## config.mk

```make
export PLATFORM = sky130hd
export DESIGN_NAME = vga_timing_gen_flat
export DESIGN_NICKNAME = d
export VERILOG_FILES = /design/src/rtl/vga_timing_gen_if.sv /design/src/rtl/vga_timing_gen.sv /design/src/flat_wrapper.sv
export SDC_FILE = /design/constraint.sdc
export NUM_CORES = 1
export LEC_CHECK = 0
export CORE_AREA = 2 2 145 76
export DETAILED_ROUTE_END_ITERATION = 12
export DIE_AREA = 0 0 147 78
export SLEW_MARGIN = 10
export SYNTH_ARGS = -nofsm -noshare
export SYNTH_HDL_FRONTEND = slang
export SYNTH_SLANG_ARGS = --single-unit
```

## constraint.sdc

```tcl
create_clock -name vga_clk -period 3 [get_ports vga_clk]
set_clock_uncertainty 0.1 [all_clocks]
set_input_delay 0.75 -clock vga_clk [delete_from_list [all_inputs] [get_ports vga_clk]]
set_output_delay 0.75 -clock vga_clk [all_outputs]
set_load 0.1 [all_outputs]
```

## src/rtl/vga_timing_gen_if.sv

```systemverilog
// Raster-timing bundle from vga_timing_gen to renderers and the VGA connector.
// master drives the timing; slave is any consumer.
interface vga_timing_gen_if;
    logic        hs;
    logic        vs;
    logic        blank;
    logic [9:0]  DrawX;
    logic [9:0]  DrawY;
    logic        line_start;
    logic        frame_start;
    logic [15:0] frame_count;

    modport master (
        output hs, vs, blank, DrawX, DrawY, line_start, frame_start, frame_count
    );
    modport slave (
        input hs, vs, blank, DrawX, DrawY, line_start, frame_start, frame_count
    );
endinterface

```

## src/rtl/vga_timing_gen.sv

```systemverilog
// VGA raster timing: hc/vc counters with phase FSMs, and one register stage
// that presents coordinates, syncs, blank and pulses for the same pixel.
module vga_timing_gen #(
    parameter int H_ACTIVE = 640,
    parameter int H_FP     = 16,
    parameter int H_SYNC   = 96,
    parameter int H_BP     = 48,
    parameter int V_ACTIVE = 480,
    parameter int V_FP     = 10,
    parameter int V_SYNC   = 2,
    parameter int V_BP     = 33
) (
    input  logic             vga_clk,
    input  logic             reset_n,
    vga_timing_gen_if.master vga
);

    localparam int H_TOTAL = H_ACTIVE + H_FP + H_SYNC + H_BP;
    localparam int V_TOTAL = V_ACTIVE + V_FP + V_SYNC + V_BP;

    localparam logic [9:0] H_ACT_END  = 10'(H_ACTIVE - 1);
    localparam logic [9:0] H_FP_END   = 10'(H_ACTIVE + H_FP - 1);
    localparam logic [9:0] H_SYNC_END = 10'(H_ACTIVE + H_FP + H_SYNC - 1);
    localparam logic [9:0] H_LAST     = 10'(H_TOTAL - 1);
    localparam logic [9:0] V_ACT_END  = 10'(V_ACTIVE - 1);
    localparam logic [9:0] V_FP_END   = 10'(V_ACTIVE + V_FP - 1);
    localparam logic [9:0] V_SYNC_END = 10'(V_ACTIVE + V_FP + V_SYNC - 1);
    localparam logic [9:0] V_LAST     = 10'(V_TOTAL - 1);

    typedef enum logic [1:0] {
        PH_ACTIVE,
        PH_FRONT,
        PH_SYNC,
        PH_BACK
    } phase_e;

    // Advance to the next phase when the counter sits on the last count of the current one.
    function automatic phase_e next_phase(
        input phase_e     ph,
        input logic [9:0] cnt,
        input logic [9:0] act_end,
        input logic [9:0] fp_end,
        input logic [9:0] sync_end,
        input logic [9:0] last_cnt
    );
        next_phase = ph;
        case (ph)
            PH_ACTIVE: if (cnt == act_end)  next_phase = PH_FRONT;
            PH_FRONT:  if (cnt == fp_end)   next_phase = PH_SYNC;
            PH_SYNC:   if (cnt == sync_end) next_phase = PH_BACK;
            PH_BACK:   if (cnt == last_cnt) next_phase = PH_ACTIVE;
            default:                        next_phase = PH_ACTIVE;
        endcase
    endfunction

    logic [9:0]  hc_q, hc_d;
    logic [9:0]  vc_q, vc_d;
    phase_e      h_phase_q, h_phase_d;
    phase_e      v_phase_q, v_phase_d;
    logic [15:0] frame_cnt_q, frame_cnt_d;

    logic [9:0]  draw_x_q, draw_x_d;
    logic [9:0]  draw_y_q, draw_y_d;
    logic        hs_q, hs_d;
    logic        vs_q, vs_d;
    logic        blank_q, blank_d;
    logic        line_start_q, line_start_d;
    logic        frame_start_q, frame_start_d;
    logic [15:0] frame_count_q, frame_count_d;

    logic        h_last;
    logic        v_last;

    always_comb begin
        h_last = (hc_q == H_LAST);
        v_last = (vc_q == V_LAST);

        hc_d = h_last ? 10'd0 : hc_q + 10'd1;
        vc_d = vc_q;
        if (h_last) begin
            vc_d = v_last ? 10'd0 : vc_q + 10'd1;
        end

        frame_cnt_d = frame_cnt_q;
        if (h_last && v_last) begin
            frame_cnt_d = frame_cnt_q + 16'd1;
        end

        h_phase_d = next_phase(h_phase_q, hc_q, H_ACT_END, H_FP_END, H_SYNC_END, H_LAST);
        v_phase_d = v_phase_q;
        if (h_last) begin
            v_phase_d = next_phase(v_phase_q, vc_q, V_ACT_END, V_FP_END, V_SYNC_END, V_LAST);
        end

        // Output stage samples the current counter state, so everything it
        // presents lines up with DrawX/DrawY one clock later. frame_cnt_q
        // already holds the new value when the counters sit on (0,0).
        draw_x_d      = hc_q;
        draw_y_d      = vc_q;
        hs_d          = (h_phase_q != PH_SYNC);
        vs_d          = (v_phase_q != PH_SYNC);
        blank_d       = (h_phase_q == PH_ACTIVE) && (v_phase_q == PH_ACTIVE);
        line_start_d  = (hc_q == 10'd0);
        frame_start_d = (hc_q == 10'd0) && (vc_q == 10'd0);
        frame_count_d = frame_cnt_q;
    end

    always_ff @(posedge vga_clk or negedge reset_n) begin
        if (!reset_n) begin
            hc_q          <= 10'd0;
            vc_q          <= 10'd0;
            h_phase_q     <= PH_ACTIVE;
            v_phase_q     <= PH_ACTIVE;
            frame_cnt_q   <= 16'd0;
            draw_x_q      <= 10'd0;
            draw_y_q      <= 10'd0;
            hs_q          <= 1'b1;
            vs_q          <= 1'b1;
            blank_q       <= 1'b0;
            line_start_q  <= 1'b0;
            frame_start_q <= 1'b0;
            frame_count_q <= 16'd0;
        end else begin
            hc_q          <= hc_d;
            vc_q          <= vc_d;
            h_phase_q     <= h_phase_d;
            v_phase_q     <= v_phase_d;
            frame_cnt_q   <= frame_cnt_d;
            draw_x_q      <= draw_x_d;
            draw_y_q      <= draw_y_d;
            hs_q          <= hs_d;
            vs_q          <= vs_d;
            blank_q       <= blank_d;
            line_start_q  <= line_start_d;
            frame_start_q <= frame_start_d;
            frame_count_q <= frame_count_d;
        end
    end

    assign vga.hs          = hs_q;
    assign vga.vs          = vs_q;
    assign vga.blank       = blank_q;
    assign vga.DrawX       = draw_x_q;
    assign vga.DrawY       = draw_y_q;
    assign vga.line_start  = line_start_q;
    assign vga.frame_start = frame_start_q;
    assign vga.frame_count = frame_count_q;

endmodule

```

## src/flat_wrapper.sv

```systemverilog
// flat-port wrapper written by rule: the top's interface ports become plain ports
module vga_timing_gen_flat 
#(
    parameter int H_ACTIVE = 640,
    parameter int H_FP     = 16,
    parameter int H_SYNC   = 96,
    parameter int H_BP     = 48,
    parameter int V_ACTIVE = 480,
    parameter int V_FP     = 10,
    parameter int V_SYNC   = 2,
    parameter int V_BP     = 33
)
  (vga_clk, reset_n, vga_hs, vga_vs, vga_blank, vga_DrawX, vga_DrawY, vga_line_start, vga_frame_start, vga_frame_count);
  vga_timing_gen_if vga_i ();
  input  logic vga_clk;
  input  logic reset_n;
  output wire logic [$bits(vga_i.hs)-1:0] vga_hs;
  output wire logic [$bits(vga_i.vs)-1:0] vga_vs;
  output wire logic [$bits(vga_i.blank)-1:0] vga_blank;
  output wire logic [$bits(vga_i.DrawX)-1:0] vga_DrawX;
  output wire logic [$bits(vga_i.DrawY)-1:0] vga_DrawY;
  output wire logic [$bits(vga_i.line_start)-1:0] vga_line_start;
  output wire logic [$bits(vga_i.frame_start)-1:0] vga_frame_start;
  output wire logic [$bits(vga_i.frame_count)-1:0] vga_frame_count;
  assign vga_hs = vga_i.hs;
  assign vga_vs = vga_i.vs;
  assign vga_blank = vga_i.blank;
  assign vga_DrawX = vga_i.DrawX;
  assign vga_DrawY = vga_i.DrawY;
  assign vga_line_start = vga_i.line_start;
  assign vga_frame_start = vga_i.frame_start;
  assign vga_frame_count = vga_i.frame_count;
  vga_timing_gen #(.H_ACTIVE(H_ACTIVE), .H_FP(H_FP), .H_SYNC(H_SYNC), .H_BP(H_BP), .V_ACTIVE(V_ACTIVE), .V_FP(V_FP), .V_SYNC(V_SYNC), .V_BP(V_BP)) u_core (.vga_clk(vga_clk), .reset_n(reset_n), .vga(vga_i));
endmodule
```

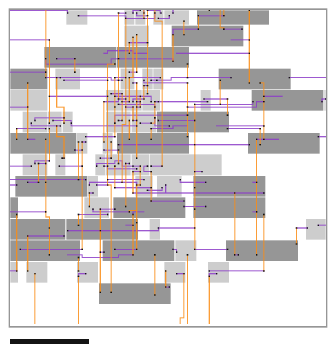
*A small window of the routed layout, run 1*
The bar under the picture is 10 um long. Window x 90 to 130, y 0 to 40 um. Cells in grey, sequential cells in the stronger grey; small squares are vias.
Key: metal 1 = purple; metal 2 = orange
Netlist names of flops here include `u_core.frame_cnt_q` (11), `u_core.vga.frame_count` (9). 60 logic cells have their middle in the window. Most frequent: dfrtp_1 (21), xnor2_1 (7), buf_4 (7). Sequential cells in the window: 21.

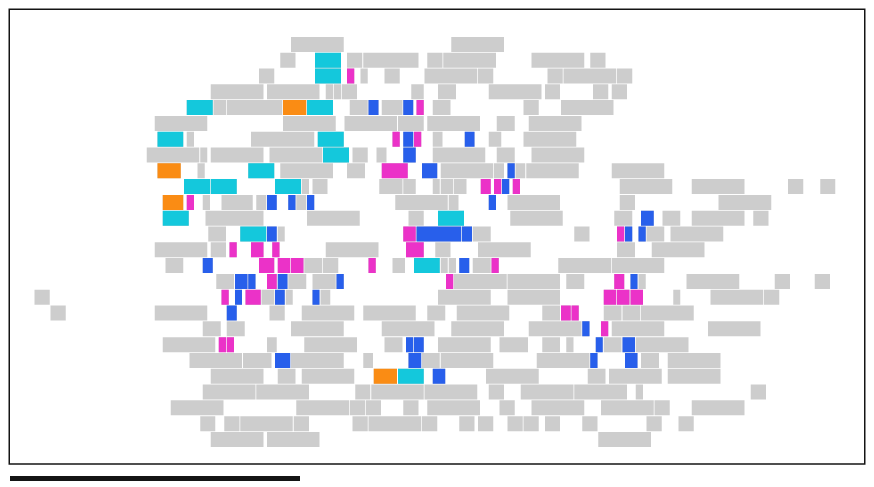
*Logic cells by family, run 1*
The bar under the picture is 50 um long.
Key: NAND gates = blue [cells 39, most used nand2_1]; adder and majority cells = cyan [cells 16, most used ha_1]; multiplexers = orange [cells 4, most used mux2_2]; NOR gates = magenta [cells 33, most used nor2_1]
combinational share of cell area: 0.276
most frequent logic cell in the layout: dfrtp_1
fin cells: 449

==> flow_summary.json, run 1 <==
{
  "gp_congestion": 0.842,
  "drtAntennaViolNets": 0,
  "ioPinCount": 43,
  "clk_path_buf_depth": 2,
  "std_cell_rows": 26,
  "cts_root_buf": "clkbuf_16",
  "comb_area_sq_um": 1110,
  "syn_to_final_growth_pct": 24.7,
  "synth_seq_share": 0.630,
  "fa_ha_area_frac": 0.0621,
  "ys_types": 38,
  "drt-initial-drc-count": 106,
  "met1_length_um": 2680,
  "slew_headroom": 0.350,
  "start_kind": "flip-flop",
  "cpLargestDelayFamily": "simple AND/OR/NAND/NOR gates",
  "min_path_cells": 0,
  "final_layout_top_logic_cells": "dfrtp_1, buf_4, nor2_1",
  "floorplan.nets": 271,
  "status": "finished clean",
  "synthTopCellsByCount": "dfrtp_1, nor2_1, ha_1, inv_1, nand2_1",
  "core_area_sq_um": 10100,
  "fmax_mhz": 387,
  "dr.pass1.iters": 4,
  "worstSkewPairLatency_ns": 0.33,
  "edf_count": 0,
  "routed.top_layer": "met4",
  "netlist_instances": 253,
  "p_clk_mw": 1.10,
  "grt_pass1_vias": 1982,
  "powerSeq_mw": 1.09,
  "wl_met2_um": 2900,
  "ys_sh_xor": 0.0734,
  "synth-seq-cells": 81,
  "crit_chain": "ha_1 -> nand4_4 -> or4_4 -> or3_4 -> or4_1 -> nand2_1",
  "drive_gt1_frac": 0.233,
  "timing.final.crit_share": 0.862,
  "comb_power_share": 0.010
}
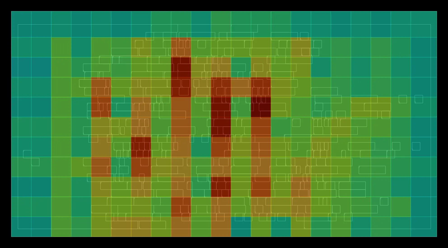
*Routing congestion map, run 1*
total track usage: 0.113
wire length per cell: 13.3 um

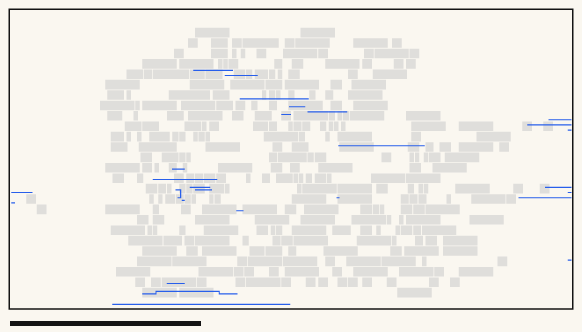
*Met3 routing, run 1*
The bar under the picture is 50 um long.
18 nets have wire on it. The layer holds 3.9% of the routed length. The longest straight run is 46.2 um. The layer carries 231 um of wire.
WL final: 5960 um
GR Util met3: 0.0412
via count: 2002

==> run 1: flip-flops by register name, summed over array words and instances (netlist names) <==
| signal | flops |
|---|---|
| u_core.vga.DrawX | 10 |
| u_core.vga.frame_start | 1 |
| u_core.vga.vs | 1 |
| u_core.draw_x_d | 10 |
| u_core.vga.line_start | 1 |
| u_core.frame_cnt_q | 16 |
| u_core.v_phase_q | 2 |
| u_core.vga.hs | 1 |
| u_core.h_phase_q | 2 |
| u_core.vga.DrawY | 10 |
| u_core.vga.blank | 1 |
| u_core.vga.frame_count | 16 |
| u_core.draw_y_d | 10 |
==> run 1: worst max-delay path by stage <==
| stage | startpoint | end | depth (start not counted) |
|---|---|---|---|
| detailed placement | u_core.draw_x_d[0] | u_core.draw_y_d[8] | 6 |
| floorplan | u_core.draw_x_d[0] | u_core.v_phase_q[1] | 6 |
| CTS | u_core.draw_x_d[0] | u_core.draw_y_d[8] | 6 |
| global placement | u_core.draw_x_d[0] | u_core.draw_y_d[8] | 6 |
| global route | u_core.draw_x_d[0] | u_core.frame_cnt_q[1] | 5 |
| finish | u_core.draw_x_d[0] | u_core.draw_y_d[8] | 6 |
==> run 1: metrics by stage <==
stage                     cell area [sq um]  setup slack [ns]  hold WS (ns)  utilization
after floorplan                        3220             0.473         0.252            -
after global placement                 3710             0.498         0.266        0.368
after detailed placement               3710             0.424         0.271        0.368
after CTS                              4020             0.415         0.285        0.398
after global routing                   4020             0.295         0.299        0.398
final                                  4020             0.415         0.283        0.398
==> run 1: cell type report <==
type | instances | share of cell area
flip-flops and latches | 81 | 0.505
multi-input cells | 151 | 0.276
repair buffers | 45 | 0.0841
clock buffers | 12 | 0.0638
well taps | 140 | 0.0436
inverters | 16 | 0.0149
clock inverters | 4 | 0.0128
==> run 1 -> run 2 <==
- TNS_END_PERCENT: unset -> 5
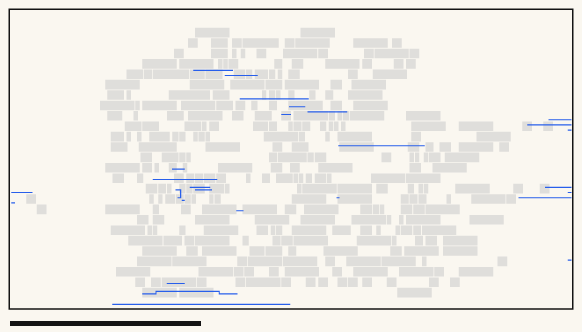
*Met3 routing, run 2*
The bar under the picture is 50 um long.
The wires run mostly horizontal. The layer holds 3.9% of the routed length. 18 nets have wire on it. The layer carries 231 um of wire. The longest straight run is 46.2 um.

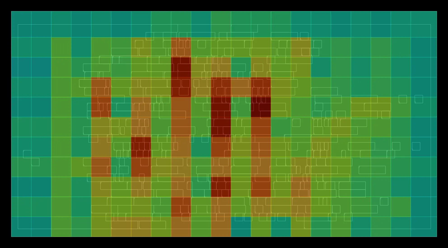
*Routing congestion map, run 2*
met2 Use GR: 0.181
grt peak-use layer: met2

==> run 2 against run 1 <==
Hold slack stayed put. Synthesized cell count unchanged. Design area unchanged. Sequential power about the same. Highest routed layer unchanged. Clock power hardly changed. Total power unchanged. Utilization unchanged. First-iteration DRC count stayed put.
==> flow_summary.json, run 2 <==
{
  "drt-initial-drc-count": 106,
  "comb_share": 0.276,
  "buffers": 45,
  "ys_types": 38,
  "comb_area_sq_um": 1110,
  "grt_pass1_vias": 1982,
  "netlist_instances": 253,
  "gp_congestion": 0.842,
  "synth_seq_share": 0.630,
  "drtAntennaViolNets": 0,
  "start_kind": "flip-flop",
  "ioPinCount": 43,
  "holdWs_ns": 0.283,
  "met3_usage": 0.0412,
  "clkCellAreaFrac": 0.0766,
  "syn_to_final_growth_pct": 24.7,
  "status": "finished clean",
  "sh_seq_area": 0.505,
  "final_layout_top_logic_cells": "dfrtp_1, buf_4, nor2_1",
  "core_area_sq_um": 10100,
  "worstSkewPairLatency_ns": 0.33,
  "fmax_mhz": 387,
  "tap_cells": 140,
  "dominant_cells": "sequential cells",
  "drive_gt1_frac": 0.233,
  "clk_path_buf_depth": 2,
  "synth-seq-cells": 81,
  "ff_count": 81,
  "wl_um": 5960,
  "inverters": 16,
  "lay_top_count": "dfrtp_1",
  "wl_per_cell_um": 13.3,
  "slew_headroom": 0.350,
  "floorplan.nets": 271,
  "std_cell_rows": 26,
  "cts_root_buf": "clkbuf_16",
  "nMultiInputCombCells": 151,
  "edf_count": 0,
  "synthTopCellsByCount": "dfrtp_1, nor2_1, ha_1, inv_1, nand2_1",
  "via_count": 2002
}
[run 2: cell counts after synthesis]
Identical to the previous run, type by type.
[run 2: cell families (layout without fill, tap and decap cells)]
logic type                 after synthesis  count (layout)  synth area share
and+or+nand+nor                         88              88             0.154
DFF                                     81              81             0.630
xor gates and xnor gates                27              27            0.0734
buffers and inverters                   21              77            0.0268
adders and majority gates               16              16            0.0621
AOI/OAI and AO/OA                       16              16            0.0404
muxes                                    4               4            0.0136
[run 2: final timing paths]
check | cells after the start | start | endpoint
min in group asynchronous | 1 | reset_n | u_core.vga.DrawY[3]
max in group asynchronous | 2 | reset_n | u_core.vga.hs
max reg2reg | 6 | u_core.draw_x_d[0] | u_core.draw_y_d[8]
max | 6 | u_core.draw_x_d[0] | u_core.draw_y_d[8]
min | 0 | u_core.frame_cnt_q[12] | u_core.vga.frame_count[12]
min reg2reg | 0 | u_core.frame_cnt_q[12] | u_core.vga.frame_count[12]
[run 2: power breakdown]
group | switching (mW) | internal, mW | total, mW | leakage (nW)
Sequential | 0 | 1.09 | 1.09 | 1.10
Clock | 0.408 | 0.689 | 1.10 | 0.149
Combinational | 0.0198 | 0.00158 | 0.0214 | 0.648
Total | 0.428 | 1.78 | 2.21 | 1.89
[run 2: metrics by stage]
step / utilization / setup WS, ns / instances / total power, mW
6_report: 0.398 / 0.415 / 449 / 2.21
5_1_grt: 0.398 / 0.295 / 449 / 2.31
4_1_cts: 0.398 / 0.415 / 449 / 2.25
3_5_place_dp: 0.368 / 0.424 / 433 / 1.14
3_3_place_gp: 0.368 / 0.498 / 433 / 1.13
2_1_floorplan: - / 0.473 / 253 / 1.11
[run 2: per-layer routing]
layer / wire length [um] / part of all wire
met1: 2680 / 0.45
met2: 2900 / 0.49
met3: 231 / 0.039
met4: 155 / 0.026
met5: 0 / 0
Power figures rest on the tool's default switching activity, not on a simulated workload.
